## config.mk

```make
export PLATFORM = sky130hd
export DESIGN_NAME = wm_pixel_collector
export DESIGN_NICKNAME = d
export VERILOG_FILES = /design/src/rtl/wm_pixel_collector.sv
export SDC_FILE = /design/constraint.sdc
export NUM_CORES = 1
export LEC_CHECK = 0
export CAP_MARGIN = 0
export CORE_ASPECT_RATIO = 1.75
export CORE_MARGIN = 2
export CORE_UTILIZATION = 55
export DETAILED_ROUTE_END_ITERATION = 8
export DONT_BUFFER_PORTS = 1
export PLACE_DENSITY = 0.77
export SLEW_MARGIN = 20
export SYNTH_ARGS = -nofsm -noshare
export SYNTH_HDL_FRONTEND = slang
export SYNTH_SLANG_ARGS = --single-unit
```

## constraint.sdc

```tcl
create_clock -name clk -period 4.1 [get_ports clk]
set_input_delay 0.82 -clock clk [delete_from_list [all_inputs] [get_ports clk]]
set_output_delay 0.82 -clock clk [all_outputs]
set_load 0.01 [all_outputs]
```

## src/rtl/wm_pixel_collector.sv

```systemverilog
// Collects the watermarked pixel stream, packs pixel pairs into a word FIFO
// and exposes the FIFO, status and pixel count through a small APB window.
module wm_pixel_collector #(
  parameter int Amba_Word       = 16,
  parameter int Amba_Addr_Depth = 20,
  parameter int Data_Depth      = 8,
  parameter int Fifo_Depth      = 16,
  parameter int Fifo_Addr       = 4,
  parameter int Base_Addr       = 'h1000
) (
  input  logic                     clk,
  input  logic                     rst,
  input  logic [Data_Depth-1:0]    Pixel_Data,
  input  logic                     new_pixel,
  input  logic                     Image_Done,
  input  logic                     PSEL,
  input  logic                     PENABLE,
  input  logic                     PWRITE,
  input  logic [Amba_Addr_Depth:0] PADDR,
  input  logic [Amba_Word-1:0]     PWDATA,
  output logic [Amba_Word-1:0]     PRDATA,
  output logic                     Frame_Ready
);

  localparam int AW = Amba_Addr_Depth + 1;
  localparam int CW = Fifo_Addr + 1;
  localparam logic [AW-1:0] ADDR_DATA  = AW'(Base_Addr);
  localparam logic [AW-1:0] ADDR_CTRL  = AW'(Base_Addr + 1);
  localparam logic [AW-1:0] ADDR_PIX   = AW'(Base_Addr + 2);
  localparam logic [CW-1:0] COUNT_FULL = CW'(Fifo_Depth);

  logic [Amba_Word-1:0]  mem_r [Fifo_Depth];
  logic [Fifo_Addr-1:0]  rd_ptr_r, wr_ptr_r, rd_ptr_nx_s, wr_ptr_nx_s, wr_idx_s;
  logic [CW-1:0]         count_r, count_nx_s;
  logic [15:0]           pix_count_r;
  logic [Data_Depth-1:0] low_r, low_nx_s;
  logic                  half_valid_r, half_valid_nx_s;
  logic                  overflow_r, odd_r, done_r, flush_req_r, fr_pend_r, fr_pend_nx_s;
  logic                  frame_ready_r;
  logic [Amba_Word-1:0]  prdata_r, rdata_s, push_word_s, fifo_word_s, status_s;
  logic                  push_s, push_ok_s, pop_ok_s, odd_set_s, frame_set_s, ovf_set_s;
  logic                  empty_s, full_s;
  logic                  rd_setup_s, wr_access_s, sel_data_s, sel_ctrl_s, sel_pix_s;
  logic                  clr_s, fifo_clr_s;
  logic                  unused_s;

  assign PRDATA      = prdata_r;
  assign Frame_Ready = frame_ready_r;

  assign rd_setup_s  = PSEL & ~PENABLE & ~PWRITE;
  assign wr_access_s = PSEL & PENABLE & PWRITE;
  assign sel_data_s  = (PADDR == ADDR_DATA);
  assign sel_ctrl_s  = (PADDR == ADDR_CTRL);
  assign sel_pix_s   = (PADDR == ADDR_PIX);
  assign clr_s       = wr_access_s & sel_ctrl_s & PWDATA[0];
  assign fifo_clr_s  = wr_access_s & sel_ctrl_s & PWDATA[1];
  assign unused_s    = ^PWDATA[Amba_Word-1:2];

  assign empty_s     = (count_r == {CW{1'b0}});
  assign full_s      = (count_r == COUNT_FULL);
  assign status_s    = Amba_Word'({odd_r, frame_ready_r, overflow_r, full_s, empty_s, count_r});
  // With an empty FIFO a same-cycle push is forwarded straight to the reader.
  assign fifo_word_s = empty_s ? push_word_s : mem_r[rd_ptr_r];
  assign pop_ok_s    = rd_setup_s & sel_data_s & (~empty_s | push_s);
  assign push_ok_s   = push_s & (~full_s | pop_ok_s | fifo_clr_s);
  assign ovf_set_s   = push_s & ~push_ok_s;
  assign frame_set_s = (flush_req_r & ~half_valid_r) | fr_pend_r;
  assign wr_idx_s    = fifo_clr_s ? {Fifo_Addr{1'b0}} : wr_ptr_r;

  // Pixel packing and end-of-frame flush of a pending half word
  always_comb begin
    push_s          = 1'b0;
    push_word_s     = {Amba_Word{1'b0}};
    low_nx_s        = low_r;
    half_valid_nx_s = half_valid_r;
    odd_set_s       = 1'b0;
    fr_pend_nx_s    = 1'b0;
    if (flush_req_r && half_valid_r) begin
      push_s       = 1'b1;
      push_word_s  = {{Data_Depth{1'b0}}, low_r};
      odd_set_s    = 1'b1;
      fr_pend_nx_s = 1'b1;
      if (new_pixel) begin
        low_nx_s        = Pixel_Data;
        half_valid_nx_s = 1'b1;
      end else begin
        half_valid_nx_s = 1'b0;
      end
    end else if (new_pixel) begin
      if (half_valid_r) begin
        push_s          = 1'b1;
        push_word_s     = {Pixel_Data, low_r};
        half_valid_nx_s = 1'b0;
      end else begin
        low_nx_s        = Pixel_Data;
        half_valid_nx_s = 1'b1;
      end
    end else begin
      half_valid_nx_s = half_valid_r;
    end
  end

  // FIFO pointer and occupancy update
  always_comb begin
    rd_ptr_nx_s = rd_ptr_r;
    wr_ptr_nx_s = wr_ptr_r;
    count_nx_s  = count_r;
    if (fifo_clr_s) begin
      rd_ptr_nx_s = {Fifo_Addr{1'b0}};
      wr_ptr_nx_s = push_ok_s ? Fifo_Addr'(1) : {Fifo_Addr{1'b0}};
      count_nx_s  = push_ok_s ? CW'(1) : {CW{1'b0}};
    end else begin
      if (pop_ok_s) rd_ptr_nx_s = rd_ptr_r + Fifo_Addr'(1);
      else          rd_ptr_nx_s = rd_ptr_r;
      if (push_ok_s) wr_ptr_nx_s = wr_ptr_r + Fifo_Addr'(1);
      else           wr_ptr_nx_s = wr_ptr_r;
      case ({push_ok_s, pop_ok_s})
        2'b10:   count_nx_s = count_r + CW'(1);
        2'b01:   count_nx_s = count_r - CW'(1);
        default: count_nx_s = count_r;
      endcase
    end
  end

  // APB read mux, sampled in the setup phase and held through access
  always_comb begin
    rdata_s = prdata_r;
    if (rd_setup_s) begin
      if (sel_data_s)     rdata_s = pop_ok_s ? fifo_word_s : {Amba_Word{1'b0}};
      else if (sel_ctrl_s) rdata_s = status_s;
      else if (sel_pix_s)  rdata_s = Amba_Word'(pix_count_r);
      else                 rdata_s = {Amba_Word{1'b0}};
    end else begin
      rdata_s = prdata_r;
    end
  end

  // FIFO storage array
  always_ff @(posedge clk) begin
    if (push_ok_s) mem_r[wr_idx_s] <= push_word_s;
  end

  // Control, flag and output registers
  always_ff @(posedge clk or negedge rst) begin
    if (!rst) begin
      rd_ptr_r      <= {Fifo_Addr{1'b0}};
      wr_ptr_r      <= {Fifo_Addr{1'b0}};
      count_r       <= {CW{1'b0}};
      pix_count_r   <= 16'h0000;
      low_r         <= {Data_Depth{1'b0}};
      half_valid_r  <= 1'b0;
      overflow_r    <= 1'b0;
      odd_r         <= 1'b0;
      done_r        <= 1'b0;
      flush_req_r   <= 1'b0;
      fr_pend_r     <= 1'b0;
      frame_ready_r <= 1'b0;
      prdata_r      <= {Amba_Word{1'b0}};
    end else begin
      rd_ptr_r     <= rd_ptr_nx_s;
      wr_ptr_r     <= wr_ptr_nx_s;
      count_r      <= count_nx_s;
      low_r        <= low_nx_s;
      half_valid_r <= clr_s ? 1'b0 : half_valid_nx_s;
      done_r       <= Image_Done;
      flush_req_r  <= Image_Done & ~done_r;
      fr_pend_r    <= fr_pend_nx_s;
      prdata_r     <= rdata_s;
      if (clr_s)                                pix_count_r <= 16'h0000;
      else if (new_pixel && pix_count_r != 16'hFFFF) pix_count_r <= pix_count_r + 16'h0001;
      else                                      pix_count_r <= pix_count_r;
      overflow_r    <= clr_s ? 1'b0 : (overflow_r | ovf_set_s);
      // A frame completion on the same edge as a clear takes precedence.
      odd_r         <= odd_set_s   ? 1'b1 : (clr_s ? 1'b0 : odd_r);
      frame_ready_r <= frame_set_s ? 1'b1 : (clr_s ? 1'b0 : frame_ready_r);
    end
  end

endmodule
```

==> run_1/m1.png <==
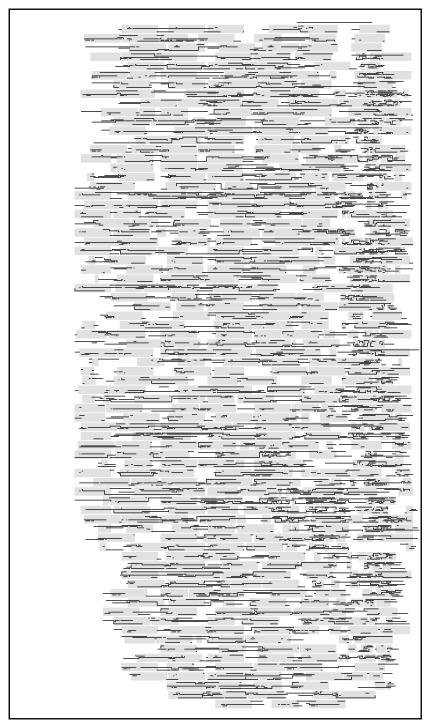
main direction = horizontal
longest straight run = 54.7 um
wire length on this layer = 10000 um
share of all routed wire = 33%
drt total wl: 30620 um
met1 Use GR: 26.84%
via count: 7105

==> run_1/m2.png <==
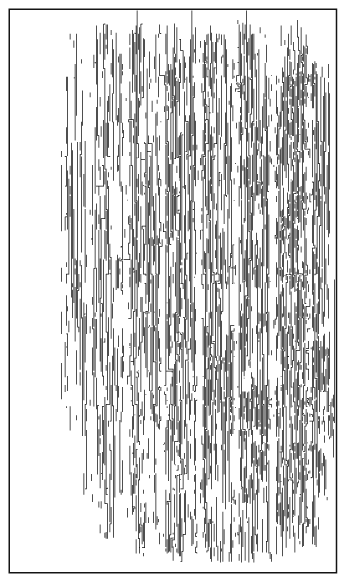
share of all routed wire = 56%
longest straight run = 83.6 um
wire length on this layer = 17300 um
GRT met2 Usage: 45.59%

==> run_1/m4.png <==
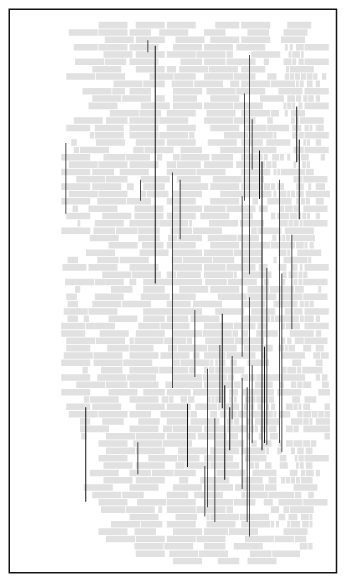
wire length on this layer = 1430 um
nets with wire on the layer = 23
main direction = vertical
share of all routed wire = 4.7%

==> GITHUB_STEP_SUMMARY, run 1 <==
### Flow metrics

| Metric | Value |
|---|---|
| Status | finished clean |
| R2R setup slack | 1.11 ns |
| CTS tree | built |
| Rel. slew slack | 18.12% |
| Min Tclk post-route | 2.992 ns |
| Syn nets | 783 |
| First-pass GRT wire length | 45220 um |
| Count leader, synth | edfxtp_1 |
| Power Total | 7.323 mW |
| Area share, top type | 58.63% |
| Final period util | 72.99% |
| Placed cell areas | ~14000 sq um |
| Max Cap Violations | 0 |
| Final worst slack | 1.108 ns |
| CP Data Required Time | 4.55 ns |
| GP Congestion | 0.8903 |
| Power per cell area | 503.1 nW/um^2 |
| Pins Over Slew Limit | 0 |
| Syn Area/Cell | about 18 sq um |
| Setup-failing EPs final | 0 |
| Vias in the first global route | 7566 |
| Worst R2R Start | count_r[0]$_DFFE_PN0P_ |
| YS warnings | 0 |
| FF-to-FF End | count_r[4]$_DFFE_PN0P_ |
| Final #Nets | 810 |
| Share of cells above drive strength 1 | 24.22% |
| Critical Path Fanout Max | 7 |
| Mapped Area | 13110 sq um |
| Worst-margin pin slew | between 1 and 1.5 ns |
| Final instance area | between 10000 and 15000 sq um |
| Cell count after synthesis | 726 |
| Core ar. | 23430 sq um |
| Port Buffers | 0 |
| Unrepaired setup endpoints after global routing | false |
| Yosys Instances | 726 |
| DRC viols | 0 |
| Worst-skew pair later-pin latency | between 0.5 and 0.6 ns |
| Cell type with the largest total area | edfxtp_1 |
| Final ANT Viol Nets | 0 |
| Post-cts sizing count | 0 |
| Worst Setup End Kind | flop |
| Avg WL per Cell | 28.46 um |
| Synth top area cells | edfxtp_1, mux4_2, dfrtp_1 |
| Top cells by count | edfxtp_1, mux4_2, dfrtp_1 |
| H-tree depth | 1 |
| Starting density of the core | a little under three fifths |
| Flops after synth | between 300 and 400 |
| Hold Path Class | input pin to asynchronous set/reset pin |
| Worst Setup EP | count_r[4]$_DFFE_PN0P_ |
| Largest net degree at the start of global routing | 68 |
| Setup TNS | 0 ns |
| Die area | 25140 sq um |
| Tool warnings | approximately 41 |
| Crit path from | count_r[0]$_DFFE_PN0P_ |
| Count of different cell masters after synthesis | between 50 and 60 |
| Initial drt markers | 658 |
| Die Ht | 208.3 um |
| Remaining global-route overflow | 0 |
| Initial antenna violation count | 0 |
| # diodes | 0 |
| DIE WIDTH | 120.7 um |
| Clk_skew | 0.01158 ns |
| P_leak | 4.935 nW |
| GRT Total Usage | 24.55% |
| Post-placement setup slack | 0.6931 ns |
| Crit path kind | flop to flop |
| Fmax | 0.3342 GHz |
| Cells along the critical path | or4_1 -> nor2_2 -> nor4_2 -> xor2_1 -> ha_1 -> or3_1 -> a21oi_1 -> a211oi_1 -> a211oi_1 |
| Top_reg_cell synth | edfxtp_1 |
| Synthesis area per yosys | 13110 sq um |
| CP Launch Type | flop |
| Clock slew at reported path FFs | around 0.070 ns |
| Synth Seq Share | 70.08% |
| Crit path largest cell delay | 0.62 ns |
| Slowest stage cell, crit path | or4_1 |
| P&R area growth vs syn | 11.00% |
| Hold Vio Cnt, Final | 0 |
| TritonCTS buffer count | 26 |
| Dpl hpwl | 19140 um |
| Data arrival, critical path | 3.44 ns |
| Clk sinks | 316 |
[run 1: what timing repair did]
item / 4_1_cts / 5_1_grt
hold buffers: 1 / 0
hold endpoints to repair: 60 / 0
setup buffers: 0 / 0
[run 1: worst max-delay path: cells and delay by family (launching register included)]
kind | cells | cell delay [ns]
DFF | 1 | 0.51
adders and majority gates | 1 | 0.27
and+or+nand+nor | 4 | 1.38
xor gates and xnor gates | 1 | 0.16
AOI/OAI and AO/OA | 3 | 0.59
[run 1: state kept, by name, indices dropped and copies added, names as in the netlist]
register	flops
odd_r	1
PRDATA	16
half_valid_r	1
low_r	8
wr_ptr_r	4
overflow_r	1
pix_count_r	16
rd_ptr_r	4
fr_pend_r	1
Frame_Ready	1
count_r	5
mem_r	256
done_r	1
flush_req_r	1
[run 1: kinds of logic (layout without fill, tap and decap cells)]
group / count (synthesis) / after routing / synth area share [%]
compound gates: 77 / 77 / 3.827
xor+xnor: 20 / 20 / 1.336
fa+ha+maj: 5 / 5 / 0.4771
buf+inv: 41 / 87 / 1.517
flops: 316 / 316 / 70.08
mux: 105 / 105 / 15.73
simple gates: 162 / 162 / 7.033
[run 1: final cells by class]
type	count	area [sq um]
Clock inverter	16	214.0
Fill cell	1571	8871
Clock buffer	31	700.7
Multi-Input combinational cell	369	3747
Timing Repair Buffer	36	302.8
Sequential cell	316	9194
Tap cell	304	380.4
Inverter	4	15.01
[run 1: metrics by stage]
stage	hold WS, ns	utilization, %	std cells
detailed placement	0.4098	58.11	1028
global route	0.1575	62.13	1076
global placement	0.3853	58.08	1027
floorplan	0.3777	-	726
finish	0.1387	62.13	1076
CTS	0.1411	62.13	1076
[run 1: placed cells by master, fill, tap and decap left out, drive strengths merged, types with 3 or more instances in the layout]
cell type,instances
edfxtp,256
a211oi,5
nor2,47
a221o,10
inv,5
clkinv,7
dfrtp,60
and4,5
nand3b,3
nand4,6
nand3,15
bufinv,5
o21ai,34
and2,18
or3,6
a21oi,14
nand2,16
and3,9
nor4b,3
clkbuf,31
clkinvlp,3
or4,3
mux2i,17
ha,5
mux2,8
nor4,9
nor3,12
nand2b,3
xor2,10
xnor2,10
mux4,80
buf,36
[run 1: where the power goes]
group	internal [mW]	switching, mW
combinational	0.250	0.415
sequential	3.75	0.244
clock	1.54	1.12
total	5.54	1.78
[run 1: routing by layer]
metal	up-vias	GRT usage [%]	share of wire [%]
met1	3707	26.84	33
met4	0	11.99	4.7
li1	2981	-	-
met3	79	3.673	6.1
met2	338	45.59	56
met5	-	0	0
[run 1: worst min path at each step]
stage                                    endpoint  slack (ns)  depth (start not counted)
after floorplan             flush_req_r$_DFF_PN0_        0.38                          1
after global placement      flush_req_r$_DFF_PN0_        0.39                          1
after detailed placement    flush_req_r$_DFF_PN0_        0.41                          1
after CTS                  count_r[4]$_DFFE_PN0P_        0.14                          1
after global routing       count_r[1]$_DFFE_PN0P_        0.16                          1
final                     wr_ptr_r[1]$_DFFE_PN0P_        0.14                          1
## Run 2: what changed since run 1
==> constraint.sdc (replaced) <==
create_clock -name clk -period 2.8 [get_ports clk]
set_input_delay 0.56 -clock clk [delete_from_list [all_inputs] [get_ports clk]]
set_output_delay 0.56 -clock clk [all_outputs]
set_load 0.01 [all_outputs]
==> GITHUB_STEP_SUMMARY, run 2 <==
### Flow metrics

| Metric | Value |
|---|---|
| Status | finished clean |
| TritonCTS buffer count | 28 (+7.7%) |
| Clk sinks | 316 (unchanged) |
| Highest-count logic cell in the final layout | edfxtp_1 |
| Worst-margin pin slew | 1.088 ns (-0.1270 ns) |
| Dpl hpwl | 20110 um (+5.1%) |
| Max Cap Violations | 0 (unchanged) |
| Worst-skew pair later-pin latency | 0.56 ns (+0.02 ns) |
| Placed Cells | 1070 (+4.1%) |
| FILL cells | 1520 (-3.2%) |
| Yosys Instances | 726 (unchanged) |
| Clock slew at reported path FFs | 0.07 ns (about the same) |
| YS warnings | 0 (unchanged) |
| Count of different cell masters after synthesis | 58 (unchanged) |
| Clk_skew | 0.02268 ns (+0.01110 ns) |
| Remaining global-route overflow | 0 (unchanged) |
| Setup bufs post-CTS | 0 (unchanged) |
| Critical Path Fanout Max | 4 (-3) |
| Top_reg_cell synth | edfxtp_1 |
| Cell count after synthesis | 726 (unchanged) |
| DIE WIDTH | 120.7 um (unchanged) |
| Initial drt markers | 740 (+12%) |
| DRC viols | 0 (unchanged) |
| Hold Path Class | input pin to flop |
| Hold Vio Cnt, Final | 0 (unchanged) |
| Final period util | 93.84% (+21 points) |
| H-tree depth | 1 (unchanged) |
| P&R area growth vs syn | 15.60% |
| CP Data Required Time | 3.25 ns (-1.30 ns) |
| Rel. slew slack | 26.68% (+8.6 points) |
| Cell type with the largest total area | edfxtp_1 |
| GP Congestion | 0.8628 (-3.1%) |
| CP Launch Type | flop |
| Initial antenna violation count | 0 (unchanged) |
| Vias in the first global route | 7789 (+2.9%) |
| Most frequent cells in the layout | edfxtp_1, mux4_2, buf_4 |
| Port Buffers | 0 (unchanged) |
| Final ANT Viol Nets | 0 (unchanged) |
| Synth Seq Share | 70.08% (unchanged) |
| Synthesis area per yosys | 13110 sq um (unchanged) |
| Worst hold slack | 0.1341 ns (-0.004589 ns) |
| Top cells by count | edfxtp_1, mux4_2, dfrtp_1 |
| Number of flip-flops in the largest register | 256 (unchanged) |
| Setup-failing EPs final | 0 (unchanged) |
| Unrepaired setup endpoints after global routing | false |
| Final #Nets | 856 (+5.7%) |
| Area share, top type | 58.63% (unchanged) |
| Die area | 25140 sq um (unchanged) |
| P_leak | 5.209 nW (+5.6%) |
| Avg WL per Cell | 27.68 um (-2.7%) |
| Most flop-heavy register | mem_r |
| Fmax | 0.3806 GHz (+14%) |
| Flops after synth | 316 (unchanged) |
| Count leader, synth | edfxtp_1 |
| Worst Setup End Kind | flop |
| Data arrival, critical path | 3.08 ns (-0.36 ns) |
## run 2: cell counts after synthesis
No cell type changed its count.
## run 2: stage by stage
step	instance area [sq um]	setup WS, ns	power [mW]	TNS (ns)
finish	15160	0.1724	11.01	0
global route	15160	0.01572	11.36	0
CTS	15140	0.2019	11.04	0
detailed placement	14160	-0.06701	7.082	-0.8791
global placement	14160	-0.05109	6.976	-0.05109
floorplan	13220	-0.1628	6.519	-15.12
## run 2: kinds of logic (layout without fill, tap and decap cells)
group / Yosys count / in the layout / synth area share (%)
flops: 316 / 316 / 70.08
compound gates: 77 / 77 / 3.827
mux: 105 / 105 / 15.73
xor+xnor: 20 / 20 / 1.336
buf+inv: 41 / 135 / 1.517
fa+ha+maj: 5 / 5 / 0.4771
simple gates: 162 / 162 / 7.033
## run 2: repair_timing
item,CTS,global route
endpoints found under the setup margin,0,1
hold buffers,2,1
gates resized,0,1
endpoints found under the hold margin,60,1
## run 2: layout make-up
class	count	area (sq um)	area share, %
Sequential cell	316	9194	60.66
Multi-Input combinational cell	369	3834	25.29
Timing Repair Buffer	80	788.3	5.201
Clock buffer	28	700.7	4.623
Tap cell	304	380.4	2.510
Clock inverter	23	245.2	1.618
Inverter	4	15.01	0.09906
## run 2: path summary, 6_finish.rpt
check,start,end,slack [ns],cells after the start
worst max-delay path,count_r[0]$_DFFE_PN0P_,count_r[4]$_DFFE_PN0P_,0.17,9
worst min-delay path,new_pixel,pix_count_r[1]$_DFFE_PN0P_,0.13,2
worst max register to register,count_r[0]$_DFFE_PN0P_,count_r[4]$_DFFE_PN0P_,0.17,9
worst min register to register,done_r$_DFF_PN0_,flush_req_r$_DFF_PN0_,0.42,1
max in group asynchronous,rst,rd_ptr_r[1]$_DFFE_PN0P_,1.95,2
min in group asynchronous,rst,low_r[7]$_DFFE_PN0P_,0.56,2
## run 2: routing by layer
layer | track usage [%] | wire length, um
met1 | 29.07 | 10730
met2 | 45.43 | 16830
met3 | 3.618 | 1988
met4 | 12.67 | 1559
met5 | 0 | 0
## run 2: power breakdown
part	total [mW]	leakage [nW]	internal (mW)	switching, mW
clock network	3.95	0.454	2.22	1.74
registers	5.84	3.11	5.50	0.342
logic	1.22	1.65	0.473	0.748
total	11.0	5.21	8.19	2.83
## run 2: worst max-delay path, cell delays in order (launching register included)
cell and delay, ns:
dfrtp_1 0.38, or4_1 0.60, nor2_2 0.15, buf_4 0.16, nor3_1 0.07, ha_1 0.32
a31oi_1 0.20, a211oi_1 0.08, a22o_1 0.30, a211oi_1 0.26
==> run_2/util_map.png <==
Scale bar: 20 um. 12 x 21 tiles, from dark blue (low) to red (high), 0 to 100% covered.
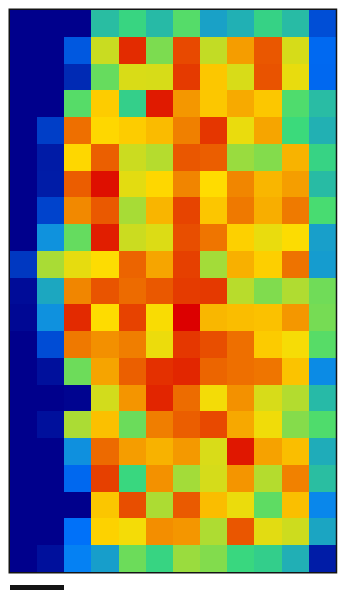
tiles over 75% full = 43%
nearly empty tiles = 12%
fullest tile = 100%
post-layout util: 64.70%
starting density of the core: 55.97%

==> run_2/m1.png <==
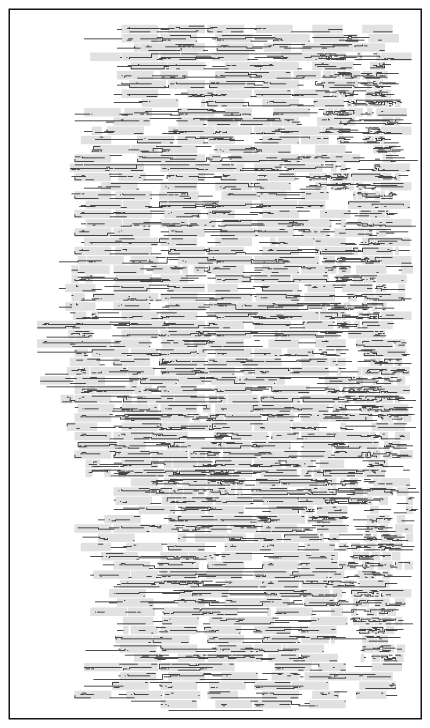
wire length on this layer = 10700 um
main direction = horizontal
nets with wire on the layer = 794
share of all routed wire = 34%
longest straight run = 50.1 um
met1 Use GR: 29.07%
via count: 7303
drt total wl: 31110 um

Power and IR drop assume default switching activity.
